$ cat src/rtl/rom_arb_pkg.sv
// Shared constants, FSM state type and the two-way round-robin pick
// function for the ROM stream arbiter.
package rom_arb_pkg;

   // Default geometry of the ROM and the burst-length field.
   localparam int DEPTH  = 896;
   localparam int ADDR_W = 10;
   localparam int DATA_W = 8;
   localparam int LEN_W  = 4;

   // IDLE accepts a request; BURST streams beats out of the ROM.
   typedef enum logic {
      ST_IDLE  = 1'b0,
      ST_BURST = 1'b1
   } arb_state_e;

   // Grant for two requesters. A lone requester always wins; under
   // contention the pointer names the requester that has priority.
   function automatic logic [1:0] rr_pick(input logic [1:0] valid,
                                          input logic       ptr);
      logic [1:0] grant;
      grant = 2'b00;
      case (valid)
         2'b01:   grant = 2'b01;
         2'b10:   grant = 2'b10;
         2'b11:   grant = ptr ? 2'b10 : 2'b01;
         default: grant = 2'b00;
      endcase
      return grant;
   endfunction

endpackage

$ cat src/rtl/rom_arb_rr2.sv
// Two-way round-robin grant. The pointer flop lives here and moves only
// when the parent reports that the current grant was taken (advance).
module rom_arb_rr2
   import rom_arb_pkg::*;
(
   input  logic       clk,
   input  logic       rst_n,
   input  logic [1:0] valid,
   input  logic       advance,
   output logic [1:0] grant
);

   logic r_ptr;

   // Combinational grant from the current pointer.
   always_comb begin
      grant = rr_pick(valid, r_ptr);
   end

   // After a taken grant, priority passes to the requester that lost:
   // winner 0 -> pointer 1, winner 1 -> pointer 0.
   always_ff @(posedge clk or negedge rst_n) begin
      if (!rst_n) begin
         r_ptr <= 1'b0;
      end else if (advance) begin
         r_ptr <= grant[0];
      end
   end

endmodule

$ cat src/rtl/rom_stream_arbiter.sv
// ROM stream arbiter: two requesters compete for bursts read out of a
// combinational ROM. Each accepted request streams len+1 beats through a
// one-entry output register; a start address past the ROM end yields a
// single error beat instead.
//
// Handshakes: a transfer happens on a rising edge where valid and ready
// are both high on that channel (req_valid[i]/req_ready[i], and
// rsp_valid/rsp_ready). rsp_* outputs hold steady while rsp_valid is
// high and rsp_ready is low.
module rom_stream_arbiter #(
   parameter int DEPTH  = rom_arb_pkg::DEPTH,
   parameter int ADDR_W = rom_arb_pkg::ADDR_W,
   parameter int DATA_W = rom_arb_pkg::DATA_W,
   parameter int LEN_W  = rom_arb_pkg::LEN_W
) (
   input  logic              clk,
   input  logic              rst_n,
   input  logic [1:0]        req_valid,
   output logic [1:0]        req_ready,
   input  logic [ADDR_W-1:0] req_addr0,
   input  logic [ADDR_W-1:0] req_addr1,
   input  logic [LEN_W-1:0]  req_len0,
   input  logic [LEN_W-1:0]  req_len1,
   output logic [ADDR_W-1:0] rom_addr,
   input  logic [DATA_W-1:0] rom_data,
   output logic              rsp_valid,
   input  logic              rsp_ready,
   output logic [DATA_W-1:0] rsp_data,
   output logic              rsp_id,
   output logic              rsp_last,
   output logic              rsp_err,
   output logic              busy
);

   import rom_arb_pkg::*;

   // DEPTH may equal 2**ADDR_W, so the range compare uses one extra bit.
   localparam logic [ADDR_W:0]   LP_DEPTH     = (ADDR_W+1)'(DEPTH);
   localparam logic [ADDR_W-1:0] LP_LAST_ADDR = ADDR_W'(DEPTH - 1);

   // FSM state
   arb_state_e r_state;
   arb_state_e w_state_nxt;

   // Arbitration / request side
   logic [1:0]        w_arb_valid;
   logic [1:0]        w_grant;
   logic              w_hs;
   logic              w_hs_id;
   logic [ADDR_W-1:0] w_sel_addr;
   logic [LEN_W-1:0]  w_sel_len;
   logic              w_sel_oor;

   // Burst context
   logic [ADDR_W-1:0] r_beat_addr;
   logic [LEN_W-1:0]  r_remain;
   logic              r_id;
   logic              r_oor;
   logic [ADDR_W-1:0] w_addr_inc;

   // Output register
   logic              w_load;
   logic              w_load_last;
   logic              r_rsp_valid;
   logic [DATA_W-1:0] r_rsp_data;
   logic              r_rsp_id;
   logic              r_rsp_last;
   logic              r_rsp_err;

   // Requests are only offered to the arbiter while idle, so the grant
   // is naturally zero during a burst.
   always_comb begin
      w_arb_valid = (r_state == ST_IDLE) ? req_valid : 2'b00;
   end

   rom_arb_rr2 u_rr2 (
      .clk     (clk),
      .rst_n   (rst_n),
      .valid   (w_arb_valid),
      .advance (w_hs),
      .grant   (w_grant)
   );

   // Request-side decode: ready is forced low while reset is asserted,
   // and the winning requester's address/length are selected.
   always_comb begin
      req_ready  = rst_n ? w_grant : 2'b00;
      w_hs       = |(req_valid & req_ready);
      w_hs_id    = req_ready[1];
      w_sel_addr = w_hs_id ? req_addr1 : req_addr0;
      w_sel_len  = w_hs_id ? req_len1  : req_len0;
      w_sel_oor  = ({1'b0, w_sel_addr} >= LP_DEPTH);
   end

   // Beat scheduling: the output register takes a new beat whenever the
   // burst is active and the register is empty or being drained.
   always_comb begin
      w_load      = (r_state == ST_BURST) && (!r_rsp_valid || rsp_ready);
      w_load_last = r_oor || (r_remain == '0);
      w_addr_inc  = (r_beat_addr == LP_LAST_ADDR) ? '0 : r_beat_addr + 1'b1;
   end

   // FSM state register.
   always_ff @(posedge clk or negedge rst_n) begin
      if (!rst_n) begin
         r_state <= ST_IDLE;
      end else begin
         r_state <= w_state_nxt;
      end
   end

   // FSM next state; busy mirrors the BURST state.
   always_comb begin
      w_state_nxt = r_state;
      busy        = 1'b0;
      case (r_state)
         ST_IDLE: begin
            if (w_hs) begin
               w_state_nxt = ST_BURST;
            end
         end
         ST_BURST: begin
            busy = 1'b1;
            if (w_load && w_load_last) begin
               w_state_nxt = ST_IDLE;
            end
         end
         default: begin
            w_state_nxt = ST_IDLE;
         end
      endcase
   end

   // Burst context: captured on the handshake, advanced on every load.
   always_ff @(posedge clk or negedge rst_n) begin
      if (!rst_n) begin
         r_beat_addr <= '0;
         r_remain    <= '0;
         r_id        <= 1'b0;
         r_oor       <= 1'b0;
      end else if (w_hs) begin
         r_beat_addr <= w_sel_addr;
         r_remain    <= w_sel_len;
         r_id        <= w_hs_id;
         r_oor       <= w_sel_oor;
      end else if (w_load) begin
         r_beat_addr <= w_addr_inc;
         r_remain    <= r_remain - 1'b1;
      end
   end

   // One-entry output register. An out-of-range burst collapses to one
   // zero-data error beat and the ROM word is ignored.
   always_ff @(posedge clk or negedge rst_n) begin
      if (!rst_n) begin
         r_rsp_valid <= 1'b0;
         r_rsp_data  <= '0;
         r_rsp_id    <= 1'b0;
         r_rsp_last  <= 1'b0;
         r_rsp_err   <= 1'b0;
      end else if (w_load) begin
         r_rsp_valid <= 1'b1;
         r_rsp_data  <= r_oor ? '0 : rom_data;
         r_rsp_id    <= r_id;
         r_rsp_last  <= w_load_last;
         r_rsp_err   <= r_oor;
      end else if (rsp_ready) begin
         r_rsp_valid <= 1'b0;
      end
   end

   // Output wiring.
   always_comb begin
      rom_addr  = r_beat_addr;
      rsp_valid = r_rsp_valid;
      rsp_data  = r_rsp_data;
      rsp_id    = r_rsp_id;
      rsp_last  = r_rsp_last;
      rsp_err   = r_rsp_err;
   end

endmodule

$ cat config.mk
export PLATFORM = sky130hd
export DESIGN_NAME = rom_stream_arbiter
export DESIGN_NICKNAME = d
export VERILOG_FILES = /design/src/rtl/rom_arb_pkg.sv /design/src/rtl/rom_arb_rr2.sv /design/src/rtl/rom_stream_arbiter.sv
export SDC_FILE = /design/constraint.sdc
export NUM_CORES = 1
export LEC_CHECK = 0
export ABC_AREA = 1
export ABC_CLOCK_PERIOD_IN_PS = 1900
export CORE_MARGIN = 2
export CORE_UTILIZATION = 30
export CTS_CLUSTER_DIAMETER = 80
export DETAILED_ROUTE_END_ITERATION = 16
export DONT_BUFFER_PORTS = 1
export SKIP_CTS_REPAIR_TIMING = 1
export SLEW_MARGIN = 20
export SYNTH_ARGS = -nofsm -noshare
export SYNTH_HDL_FRONTEND = slang
export SYNTH_SLANG_ARGS = --single-unit
$ cat constraint.sdc
create_clock -name clk -period 1.9 [get_ports clk]
set_input_delay 0.38 -clock clk [delete_from_list [all_inputs] [get_ports clk]]
set_output_delay 0.38 -clock clk [all_outputs]
set_load 0.03 [all_outputs]
**Run 1: clock wires, drivers and flops**

Scale: 6 px per µm.
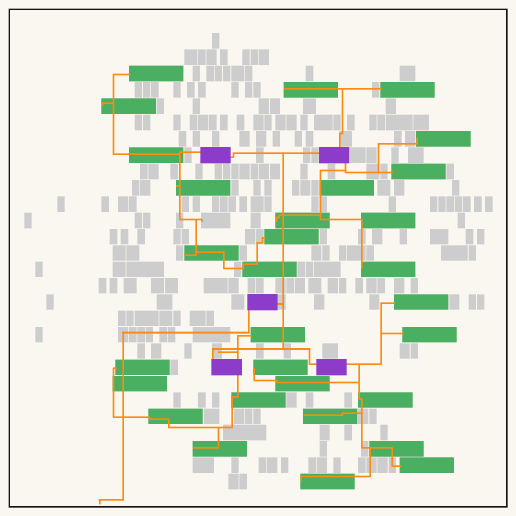
purple -> clock drivers  # count 5
green -> flip-flops  # count 30
orange -> clock wires  # length 457 µm
routed clock nets = 6

**Run 1: wires at chosen ports, followed through buffers**

Scale: 4 px per µm.
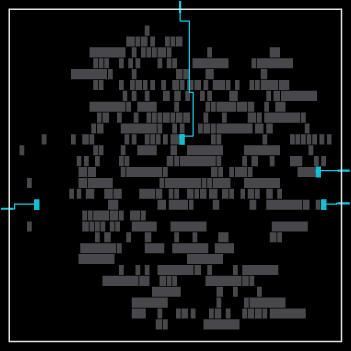
cyan -> req_len0  # bits 4, direction input, edge 2 right, 1 top, 1 left, end cells 4, buffers 0, wire 56.0 µm

==> COMMIT_EDITMSG, run 1 <==
Record implementation results from latest flow run

* Stages on worst setup path: 3
- After layout the signal buffers, clock cells excluded, come to under 10% of cell area.
- The global routing report lists combined usage of all routing layers as roughly 15%.
- Depth of the worst register-to-register path: 7
* Cell group occupying the most layout area: combinational gates
* Yosys xor share: less than 1%
* Run status: completed
* Post-synth seq share: between 40% and 50%
- Start point of the critical path: r_state
- Power per Cell Area: approximately 1700 nW/µm²
* Via-to-Cell Ratio: approximately 4.7
- Per the slew report, the remaining headroom to the max-slew limit stands at ~70%.
- The number of maximum-capacitance violations recorded for the run is 0.
* Tally of OpenROAD warnings: 26
- Mapped Area: 1860 µm²
* Flip-flops: 30
* Worst reg2reg path startpoint: rom_addr[4]
- Critical-path top delay cell: sky130_fd_sc_hd__dfrtp_1
- The die is ~83 µm wide.
- The wire length recorded after detailed routing is 4850 µm.
- The flow reports that sequential cells draw 43.1% of the design power.
* Die height: 82.7 µm
- For reference, simple AND, OR, NAND and NOR cells occupy 39.2% of the area reported after synthesis.
- STA classifies the critical path startpoint as a flop.
- Flop area: roughly 750 µm²
- Wire length of the first global-routing pass: around 7700 µm
- For the worst min-delay path, the startpoint reported by OpenROAD is rom_data[4].
- IR Drop Worst-Case VDD: about 490 µV
* Period utilization: a little over nine tenths
- RD Place Congestion: about 0.79
* Non-clock inverters: 38
* Power consumption: about 3.6 mW
* Row Count: 28
* Class of the worst hold path: input port to flop
- Post-CTS clock slew at the launch and capture registers of the worst setup and hold paths: approximately 70 ps
- Max incr delay on CP: approximately 460 ps
- Transition time at the pin with the least slew margin: around 430 ps
* Data required time of the critical path: between 1500 and 2000 ps
- Total gr overflow: 0
* Number of flops mapped to enable cells by yosys: 0
* Part of the total power dissipated in the clock network: 15.0%
- The finished layout holds 355 standard cells, fillers aside.
- In the log, the iteration count for the first detailed-route pass is 4.
- After synthesis, the share of flip-flops with an asynchronous set or reset is 100%.
- Net switching is 51.1% of the power.
- Across all register-to-register paths, the minimum setup slack is just over 400 ps.
- Proportion of cell area occupied by multi-input gates: between 40% and 50%
- The number of antenna violations at the first check in global routing is 0.
- Cell class contributing the biggest share of worst-path delay: flip-flops
* Critical-path cell list: nor2_4 -> nand3_4 -> inv_6
**Run 1: cells colored by class**

Scale: 4 px per µm. Fill, decap, tap and diode cells in gray.
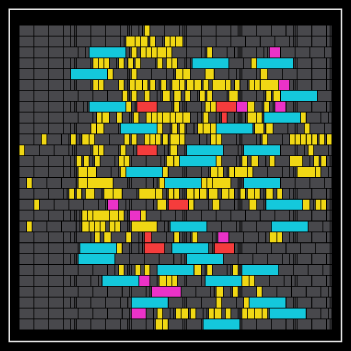
magenta -> other buffers and delay cells  # cells 10
red -> clock drivers and dummy loads  # cells 8
yellow -> combinational and other logic  # cells 232
cyan -> flops  # cells 30

**Run 1: clock nets**

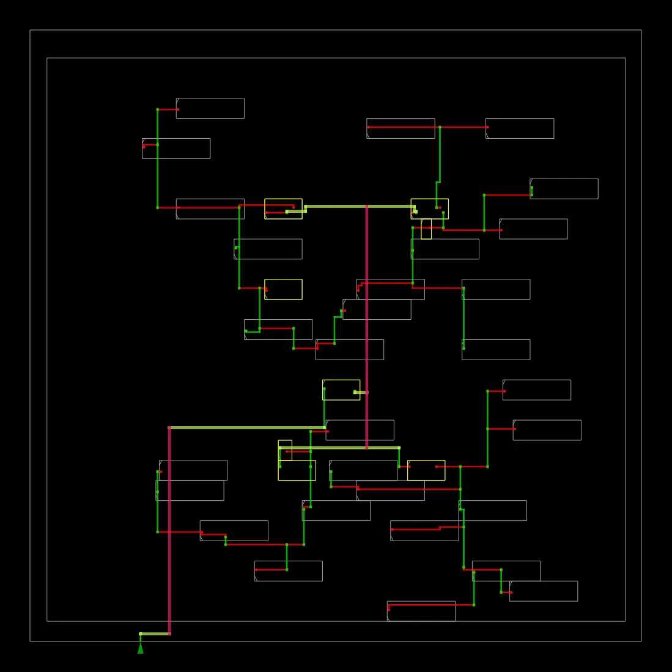
Max Clock Skew: 5.93 ps
Clock Latency Late Sink: 280 ps

run 1: power groups by stage:
| stage | Clock, mW | Combinational (mW) | Sequential [mW] |
|---|---|---|---|
| floorplan | 0 | 1.06 | 1.62 |
| CTS | 0.548 | 1.49 | 1.54 |
| finish | 0.533 | 1.49 | 1.53 |
| detailed placement | 0 | 1.48 | 1.55 |
| global placement | 0 | 1.45 | 1.55 |
| global route | 0.580 | 1.74 | 1.57 |
run 1: state kept, by name, indices dropped and copies added, names as in the netlist:
name,count
u_rr2.r_ptr,1
rom_addr,10
r_remain,4
rsp_valid,1
rsp_data,8
r_state,1
rsp_last,1
r_oor,1
rsp_id,1
rsp_err,1
r_id,1
run 1: cell usage after synthesis (2+ instances only):
cell type,number,area [µm²]
sky130_fd_sc_hd__o21ai_1,6,30.0
sky130_fd_sc_hd__nand3_1,19,95.1
sky130_fd_sc_hd__nor3_1,2,10.0
sky130_fd_sc_hd__nor2_1,17,63.8
sky130_fd_sc_hd__inv_1,32,120
sky130_fd_sc_hd__nand3_4,2,35.0
sky130_fd_sc_hd__inv_2,4,15.0
sky130_fd_sc_hd__o21ai_0,14,70.1
sky130_fd_sc_hd__xor2_1,2,17.5
sky130_fd_sc_hd__buf_6,4,45.0
sky130_fd_sc_hd__buf_2,2,10.0
sky130_fd_sc_hd__nand2_1,107,402
sky130_fd_sc_hd__nand4_1,12,75.1
sky130_fd_sc_hd__ha_1,2,25.0
sky130_fd_sc_hd__dfrtp_1,30,751
sky130_fd_sc_hd__a21oi_1,4,20.0
run 1: routing by layer:
| layer | vias to the layer above | global-route usage, % |
|---|---|---|
| li1 | 865 | - |
| met1 | 756 | 19.5 |
| met2 | 45 | 24.0 |
| met3 | 7 | 5.00 |
| met4 | 0 | 4.92 |
| met5 | - | 0 |
--- run 2 (diff from run 1) ---
--- a/config.mk
+++ b/config.mk
@@ -7,6 +7,7 @@
 export LEC_CHECK = 0
 export ABC_AREA = 1
 export ABC_CLOCK_PERIOD_IN_PS = 1900
+export CAP_MARGIN = 10
 export CORE_MARGIN = 2
 export CORE_UTILIZATION = 30
 export CTS_CLUSTER_DIAMETER = 80
**Run 2: signal wires on met2**

Scale: 6 px per µm. Cells faint in the background.
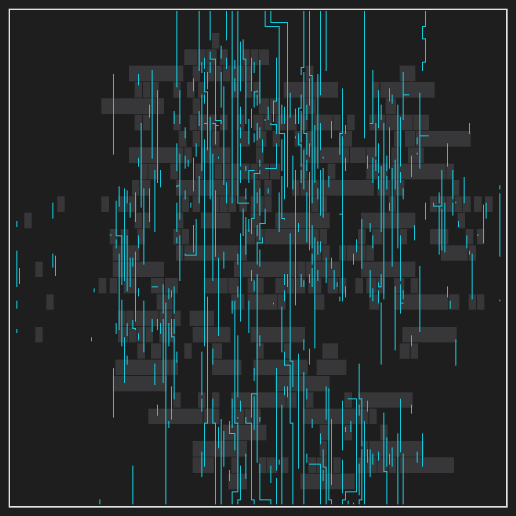
longest straight run = 34.3 µm
nets with wire on the layer = 234
share of all routed wire = 46%
wire length on this layer = 2250 µm
main direction = vertical

==> COMMIT_EDITMSG, run 2 <==
Record implementation results from latest flow run

- Per the timing report, the achievable frequency comes out to around 560 MHz.
- The horizontal die dimension came to 82.7 µm (unchanged).
- The number of optimization iterations in the first detailed-route pass is 4 (unchanged).
- Cell taking the most area after synthesis: sky130_fd_sc_hd__dfrtp_1
- The die extent in y was 82.7 µm (unchanged).
- Critical-path top delay cell: sky130_fd_sc_hd__dfrtp_1
- The worst vdd rail ir drop was 490 µV (unchanged).
* Max incr delay on CP: 460 ps (about the same)
- The tightest min-delay check is of the input port to flop type.
- The number of cells on the worst reg-to-reg path is 7 (unchanged).
* Row Count: 28 (unchanged)
* Max Clock Skew: 5.93 ps (unchanged)
- Wire length after detailed routing: 4850 µm (unchanged)
- The cell area power density came to 1710 nW/µm² (unchanged).
* Max transition margin: 71.6% (unchanged)
- The signal on the critical path passes through nor2_4 -> nand3_4 -> inv_6.
* Via-to-Cell Ratio: 4.71 (unchanged)
* Worst reg2reg path startpoint: rom_addr[4]
* Post-synth ARST share: 100% (unchanged)
- The logic depth of the worst setup path including buffers was 3 (unchanged).
- Final instance count without filler cells: 355 (unchanged)
- The count of max-cap constraint violations came to 0 (unchanged).
* Run status: completed
* Transition time at the pin with the least slew margin: 425 ps (unchanged)
* Flip-flop count of the largest register, all copies and words added: 10 (unchanged)
- The overall power of the completed layout came to 3.55 mW (unchanged).
* Total gr overflow: 0 (unchanged)
- Data required time of the critical path: 1520 ps (about the same)
* Initial antenna violation count: 0 (unchanged)
- Mapped Area: 1860 µm² (unchanged)
- The global routing usage summed across all routing layers was 15.2% (unchanged).
- The sequential fraction of the synthesis area was 40.4% (unchanged).
* Cell class contributing the biggest share of worst-path delay: flip-flops
- Sorting the synthesis cell report by count puts at the top sky130_fd_sc_hd__nand2_1.
- The worst-skew pair later-pin latency was 280 ps (about the same).
- The switching part of the total power came to 51.1% (unchanged).
* Part of the total power dissipated in the clock network: 15.0% (about the same)
- Startpoint type of the worst setup path: flop
- The first-pass GRT wire length is 7730 µm (unchanged).
==> run 2: power groups by stage <==
stage,registers [mW],logic [mW],clock network [mW]
2_1_floorplan,1.62,1.06,0
3_3_place_gp,1.55,1.45,0
3_5_place_dp,1.55,1.48,0
4_1_cts,1.54,1.49,0.548
5_1_grt,1.57,1.74,0.580
6_report,1.53,1.49,0.533
==> run 2: how the worst min path moves through the flow <==
stage | start | to | slack (ps) | depth (start not counted)
6_report | rom_data[4] | rsp_data[4] | 250 | 2
5_1_grt | rom_data[2] | rsp_data[2] | 250 | 2
2_1_floorplan | rst_n | r_id | 80 | 0
3_3_place_gp | rst_n | rsp_data[6] | 90 | 0
4_1_cts | rst_n | rom_addr[4] | -220 | 0
3_5_place_dp | rst_n | rsp_valid | 90 | 0
==> run 2: kinds of logic after synthesis <==
kind of cell             synth area share [%]
buffers and inverters                    10.9
XOR/XNOR                                0.944
AND/OR/NAND/NOR                          39.2
AND-OR/OR-AND                            7.14
adder cells (fa/ha/maj)                  1.35
flip-flops                               40.4
==> run 2: per-layer routing <==
metal,vias to the layer above,routed length [µm],share of wire (%),global-route usage (%)
li1,865,-,-,-
met1,756,2200,45,19.5
met2,45,2250,46,24.0
met3,7,318,6.6,5.00
met4,0,76,1.6,4.92
met5,-,0,0,0
==> run 2: layout make-up <==
type	count	area, µm²
Multi-Input combinational cell	194	903
Fill cell	682	3880
Clock inverter	1	5.00
Clock buffer	7	86.3
Tap cell	75	93.8
Timing Repair Buffer	10	90.1
Inverter	38	149
Sequential cell	30	751
==> run 2: through the flow <==
stage               hold slack [ps]  worst slack [ps]
floorplan                      84.4               190
global placement               85.9               384
detailed placement             85.7               337
CTS                            -219              21.8
global route                    249              4.87
finish                          251               114
No activity file was given, so power comes from the tool's default toggle rates.
